**src/rtl/alu_exec_ctrl.sv**
```systemverilog
// Four-phase instruction sequencer (IDLE/READ/EXEC/WB) between a register file and a combinational ALU.
// Optional Z/N status flags are built when ALU_EXEC_FLAGS_EN is defined.
module alu_exec_ctrl #(
   parameter int unsigned MULDIV_WAIT = 2
) (
   input  logic       clk,
   input  logic       rst,
   // start/busy handshake: start is a request that is only sampled while busy is low
   // (IDLE); an accepted request raises busy on the next cycle and done pulses for one
   // cycle when the instruction retires. Requests seen while busy is high are dropped.
   input  logic       start,
   input  logic [7:0] instruct,
   input  logic [7:0] address,
   output logic       busy,
   output logic       done,
   output logic [2:0] rf_rd_addr1,
   output logic [2:0] rf_rd_addr2,
   input  logic [7:0] rf_rd_data1,
   input  logic [7:0] rf_rd_data2,
   output logic [7:0] alu_instruct,
   output logic [7:0] alu_address,
   output logic [7:0] alu_data1,
   output logic [7:0] alu_data2,
   input  logic [7:0] alu_ans,
   output logic       rf_we,
   output logic [3:0] rf_wr_sel,
   output logic [7:0] rf_wr_data,
   output logic [7:0] result,
   output logic [1:0] fsm_state
`ifdef ALU_EXEC_FLAGS_EN
   ,
   output logic       flag_z,
   output logic       flag_n
`endif
);

   localparam logic [1:0] IDLE = 2'd0;
   localparam logic [1:0] READ = 2'd1;
   localparam logic [1:0] EXEC = 2'd2;
   localparam logic [1:0] WB   = 2'd3;

   localparam logic [3:0] WAIT_LOAD = 4'(MULDIV_WAIT);

   logic [1:0] state;
   logic [7:0] instr_q;
   logic [7:0] addr_q;
   logic [3:0] wait_cnt;
   logic       is_muldiv;
   logic       is_nop;
   logic       exec_last;
   logic [3:0] dest_onehot;

   assign is_muldiv = (instr_q[3:0] == 4'd3) || (instr_q[3:0] == 4'd4);
   assign is_nop    = (instr_q[3:0] == 4'd0);
   assign exec_last = (state == EXEC) && (wait_cnt == 4'd0);

   always_comb begin
      dest_onehot = 4'b0000;
      case (addr_q[1:0])
         2'b00:   dest_onehot = 4'b0001;
         2'b01:   dest_onehot = 4'b0010;
         2'b10:   dest_onehot = 4'b0100;
         default: dest_onehot = 4'b1000;
      endcase
   end

   assign busy      = (state != IDLE);
   assign fsm_state = state;

   always_ff @(posedge clk or posedge rst) begin
      if (rst) begin
         state        <= IDLE;
         instr_q      <= 8'h00;
         addr_q       <= 8'h00;
         wait_cnt     <= 4'd0;
         rf_rd_addr1  <= 3'd0;
         rf_rd_addr2  <= 3'd0;
         alu_instruct <= 8'h00;
         alu_address  <= 8'h00;
         alu_data1    <= 8'h00;
         alu_data2    <= 8'h00;
         done         <= 1'b0;
         rf_we        <= 1'b0;
         rf_wr_sel    <= 4'b0000;
         rf_wr_data   <= 8'h00;
         result       <= 8'h00;
      end else begin
         // strobes are only ever high for the single WB cycle
         done      <= 1'b0;
         rf_we     <= 1'b0;
         rf_wr_sel <= 4'b0000;
         case (state)
            IDLE: begin
               if (start) begin
                  instr_q     <= instruct;
                  addr_q      <= address;
                  rf_rd_addr1 <= address[7:5];
                  rf_rd_addr2 <= address[4:2];
                  state       <= READ;
               end
            end
            READ: begin
               alu_instruct <= instr_q;
               alu_address  <= addr_q;
               alu_data1    <= rf_rd_data1;
               alu_data2    <= rf_rd_data2;
               wait_cnt     <= is_muldiv ? WAIT_LOAD : 4'd0;
               state        <= EXEC;
            end
            EXEC: begin
               if (exec_last) begin
                  done      <= 1'b1;
                  rf_wr_sel <= dest_onehot;
                  if (!is_nop) begin
                     rf_we      <= 1'b1;
                     rf_wr_data <= alu_ans;
                     result     <= alu_ans;
                  end
                  state <= WB;
               end else begin
                  wait_cnt <= wait_cnt - 4'd1;
               end
            end
            default: begin
               state <= IDLE;
            end
         endcase
      end
   end

`ifdef ALU_EXEC_FLAGS_EN
   always_ff @(posedge clk or posedge rst) begin
      if (rst) begin
         flag_z <= 1'b0;
         flag_n <= 1'b0;
      end else if (exec_last && !is_nop) begin
         flag_z <= (alu_ans == 8'h00);
         flag_n <= alu_ans[7];
      end
   end
`endif

endmodule

```
**config.mk**
```make
export PLATFORM = sky130hd
export DESIGN_NAME = alu_exec_ctrl
export DESIGN_NICKNAME = d
export VERILOG_FILES = /design/src/rtl/alu_exec_ctrl.sv
export SDC_FILE = /design/constraint.sdc
export NUM_CORES = 1
export LEC_CHECK = 0
export CAP_MARGIN = 30
export CORE_ASPECT_RATIO = 0.5
export CORE_MARGIN = 3
export CORE_UTILIZATION = 40
export CTS_BUF_LIST = sky130_fd_sc_hd__clkbuf_16
export DETAILED_ROUTE_END_ITERATION = 12
export GPL_TIMING_DRIVEN = 0
export HOLD_SLACK_MARGIN = 0.15
export PLACE_DENSITY = 0.81
export SYNTH_ARGS = -nofsm -noshare
export SYNTH_HDL_FRONTEND = slang
export SYNTH_SLANG_ARGS = --single-unit
```
**constraint.sdc**
```tcl
create_clock -name clk -period 2.3 [get_ports clk]
set_clock_uncertainty 0.05 [all_clocks]
set_input_delay 0.46 -clock clk [delete_from_list [all_inputs] [get_ports clk]]
set_output_delay 0.46 -clock clk [all_outputs]
set_load 0.02 [all_outputs]
```
==> flow_metrics.tcl <==
# collected from the flow reports
set metrics [dict create \
    min_period_over_period_pct 83.79 \
    cp-end-kind "primary output" \
    whs_ns 0.4521 \
    ys_cells 190 \
    grt_max_degree 36 \
    irDropWorstVdd_mv 0.6300 \
    setup_violations 0 \
    cp_max_fo 3 \
    regToRegSetupSlack_ns 0.38 \
    synth_cell_types 27 \
    swShare_pct 33.89 \
    yosysChipArea_mm2 0.002841 \
    synthCells 190 \
    hold_buffers 0 \
    vias 1905 \
    top_area_cell "dfrtp_1" \
    yosys_most_used_dff "dfrtp_1" \
    hp-class "reg2reg" \
    worst-slew-pin-transition_ns 0.7361 \
    switching_power_mw 2.453 \
    outcome "complete, no violations" \
    drc 0 \
    r2r_start "fsm_state[0]$_DFFE_PP0P_" \
    syn_area_per_cell_um2 14.96 \
    fp_nets 238 \
    fp_util_pct 41.92 \
    gp_congestion 0.7697 \
    use_met2_pct 32.09 \
    leakage_nw 1.889 \
    nNetsFinal 355 \
    ant_nets 0 \
    edf_count 0 \
    drt_iter0_markers 85 \
    grt_overflow 0 \
    r2r_cells 5 \
    syn-cell-area_mm2 0.002841 \
    use_met1_pct 17.54 \
    finalHoldViolCount 0 \
    power.internal_mw 4.785 \
    hp-start "alu_address[2]$_DFFE_PP0P_" \
    cts-root-buf "clkbuf_16" \
    drive_above_1_share_pct 30.45 \
    grt_antenna_before_repair 0 \
    cts_buffer_depth 2 \
    ys_seq_share_pct 59.89 \
    die_h_um 65.60 \
    power.density_mw_per_mm2 1659 \
    grt_pass1_vias 2081 \
    synthTopCellsByArea "dfrtp_1 (60%), mux2_2 (19%), mux2_4 (4.2%)" \
    power_mw 7.238 \
    r2r-end "rf_rd_addr1[2]$_DFFE_PP0P_" \
    tool_warnings 29 \
]
[power by group through the flow]
stage / clock [mW] / sequential, mW / combinational, mW
after global placement: 0 / 2.17 / 3.42
after CTS: 1.55 / 2.22 / 3.57
after detailed placement: 0 / 2.22 / 3.55
after global routing: 1.61 / 2.29 / 3.72
after floorplan: 0 / 2.65 / 1.59
final: 1.52 / 2.21 / 3.51
[worst max-delay path: stages, from the launching register on]
cell	delay, ns
dfrtp_1	0.37
buf_4	0.12
clkdlybuf4s50_1	0.60
[cell type report]
cell class | count | area [um^2] | share of cell area (%)
repair buffers | 106 | 1074 | 24.61
inverters | 8 | 30.03 | 0.6883
well taps | 92 | 115.1 | 2.638
multi-input cells | 95 | 980.9 | 22.48
clock buffers | 9 | 225.2 | 5.162
clock inverters | 7 | 107.6 | 2.466
flip-flops and latches | 68 | 1702 | 39.00
plain buffers | 19 | 128.9 | 2.954
[registers in the layout (all words and copies together) (netlist names)]
name / flops
alu_address: 8
wait_cnt: 4
done: 1
rf_rd_addr2: 2
alu_instruct: 8
alu_data2: 8
rf_rd_addr1: 3
rf_we: 1
addr_q: 3
result: 8
rf_wr_sel: 4
instr_q: 8
fsm_state: 2
alu_data1: 8
[how the worst max path moves through the flow]
stage	from	end	slack (ns)	cells past startpoint
3_3_place_gp	rst	rf_wr_sel[1]$_DFF_PP0_	-0.91	2
6_report	result[7]$_DFFE_PP0P_	rf_wr_data[7]	0.37	2
5_1_grt	fsm_state[0]$_DFFE_PP0P_	rf_rd_addr1[2]$_DFFE_PP0P_	0.25	5
2_1_floorplan	rst	addr_q[0]$_DFFE_PP0P_	0.08	1
4_1_cts	fsm_state[0]$_DFFE_PP0P_	busy	0.02	4
3_5_place_dp	start	rf_rd_addr2[0]$_DFFE_PP0P_	0.23	4
[placed cells by master (no fill, tap or decap), types with 3 or more instances in the layout]
cell type / netlist / final
mux2_4: 8 / 8
clkbuf_16: 0 / 9
buf_4: 14 / 14
dfrtp_1: 68 / 68
buf_2: 4 / 4
clkdlybuf4s50_1: 0 / 104
nand2_1: 4 / 4
nor2_1: 3 / 3
o21ai_0: 7 / 7
bufinv_16: 0 / 3
mux2_2: 49 / 49
inv_1: 8 / 9
ha_1: 5 / 5
nor3b_1: 3 / 3
[cells by family (layout without fill, tap and decap cells)]
group           count (synthesis)  in the layout  synth area share [%]
mux                            57             57                 23.65
flops                          68             68                 59.89
buf+inv                        27            149                 5.592
fa+ha+maj                       5              5                 2.202
compound gates                 12             12                 2.598
xor+xnor                        1              1                0.3083
simple gates                   20             20                 5.769
[routing by layer]
metal | wire length, um | share of wire [%]
met5 | 0 | 0
met4 | 56 | 0.87
met3 | 233 | 3.6
met2 | 3715 | 57
met1 | 2464 | 38
[metrics by stage]
step	worst slack (ns)	std cells
3_3_place_gp	-0.9128	387
3_5_place_dp	0.2281	388
4_1_cts	0.01730	404
5_1_grt	0.2542	404
2_1_floorplan	0.07849	190
6_report	0.3728	404
[synthesized netlist by cell type, types with 2 or more instances]
library cell and count:
dfrtp_1 68, mux2_2 49, buf_4 14, inv_1 8, mux2_4 8, o21ai_0 7
ha_1 5, buf_2 4, nand2_1 4, nor2_1 3, nor3b_1 3, nor3_1 2
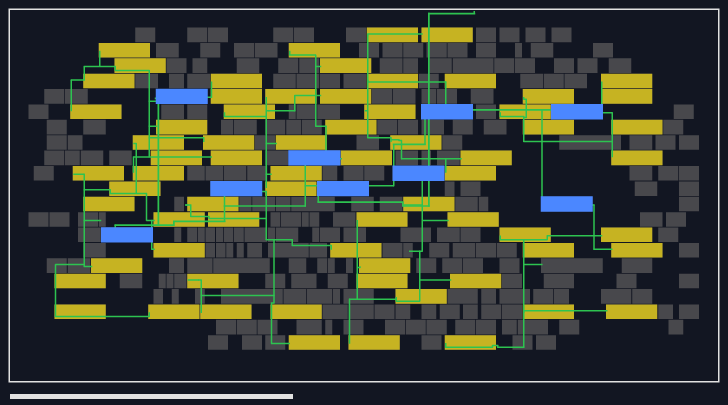
(clock network drawn from the DEF)
Bar = 50 um.
[green] clock wires | length: 809 um
[blue] clock-net drivers | count: 9
[yellow] flip-flops | count: 68
routed clock nets	10
clock latency on the worst-skew pair: 0.32 ns
clk pwr: 1.52 mW
power share of the clock group: 20.9%

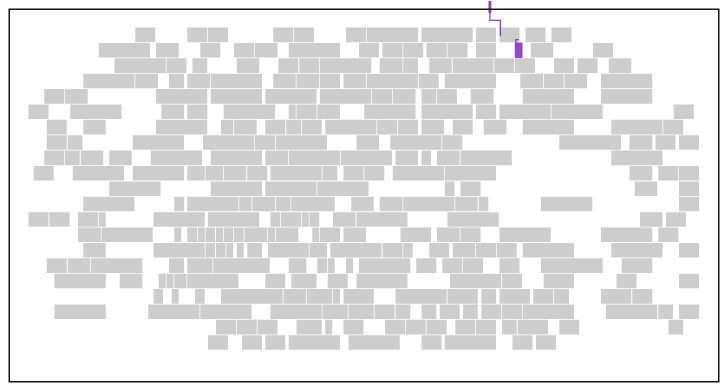
(wires at chosen ports, followed through buffers)
colour	port	direction	end cells	buffers	wire
purple	`rst`	input	1	1	8.30 um
Top Ports: 106
IO Port Bufs: 105

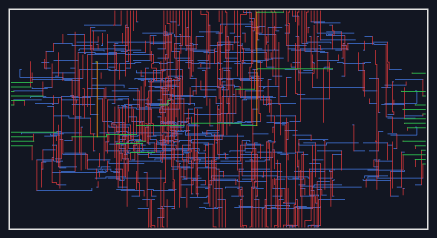
(metal layers overlaid)
colour	layer	wire length
green	M3	234 um
orange	M4	56.4 um
blue	M1	2,460 um
red	M2	3,720 um

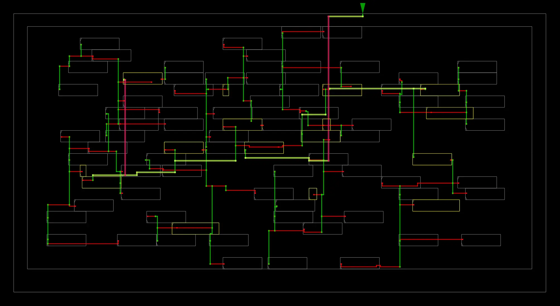
(the clock network)
cts bufs inserted: 9
Sink Count: 68
clock buf count: 9
seq_cells: 68

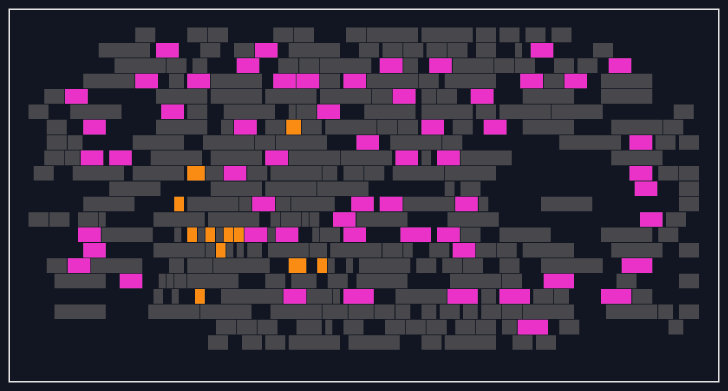
(logic cells by family)
colour	family	cells	most used
orange	aoi and oai cells	11	o21ai_0
magenta	mux cells	57	mux2_2
Comb/total area: 22.48%
most frequent logic cell in the layout: clkdlybuf4s50_1
Post-Layout Cell Count: 404

No activity file was given, so power comes from the tool's default toggle rates.
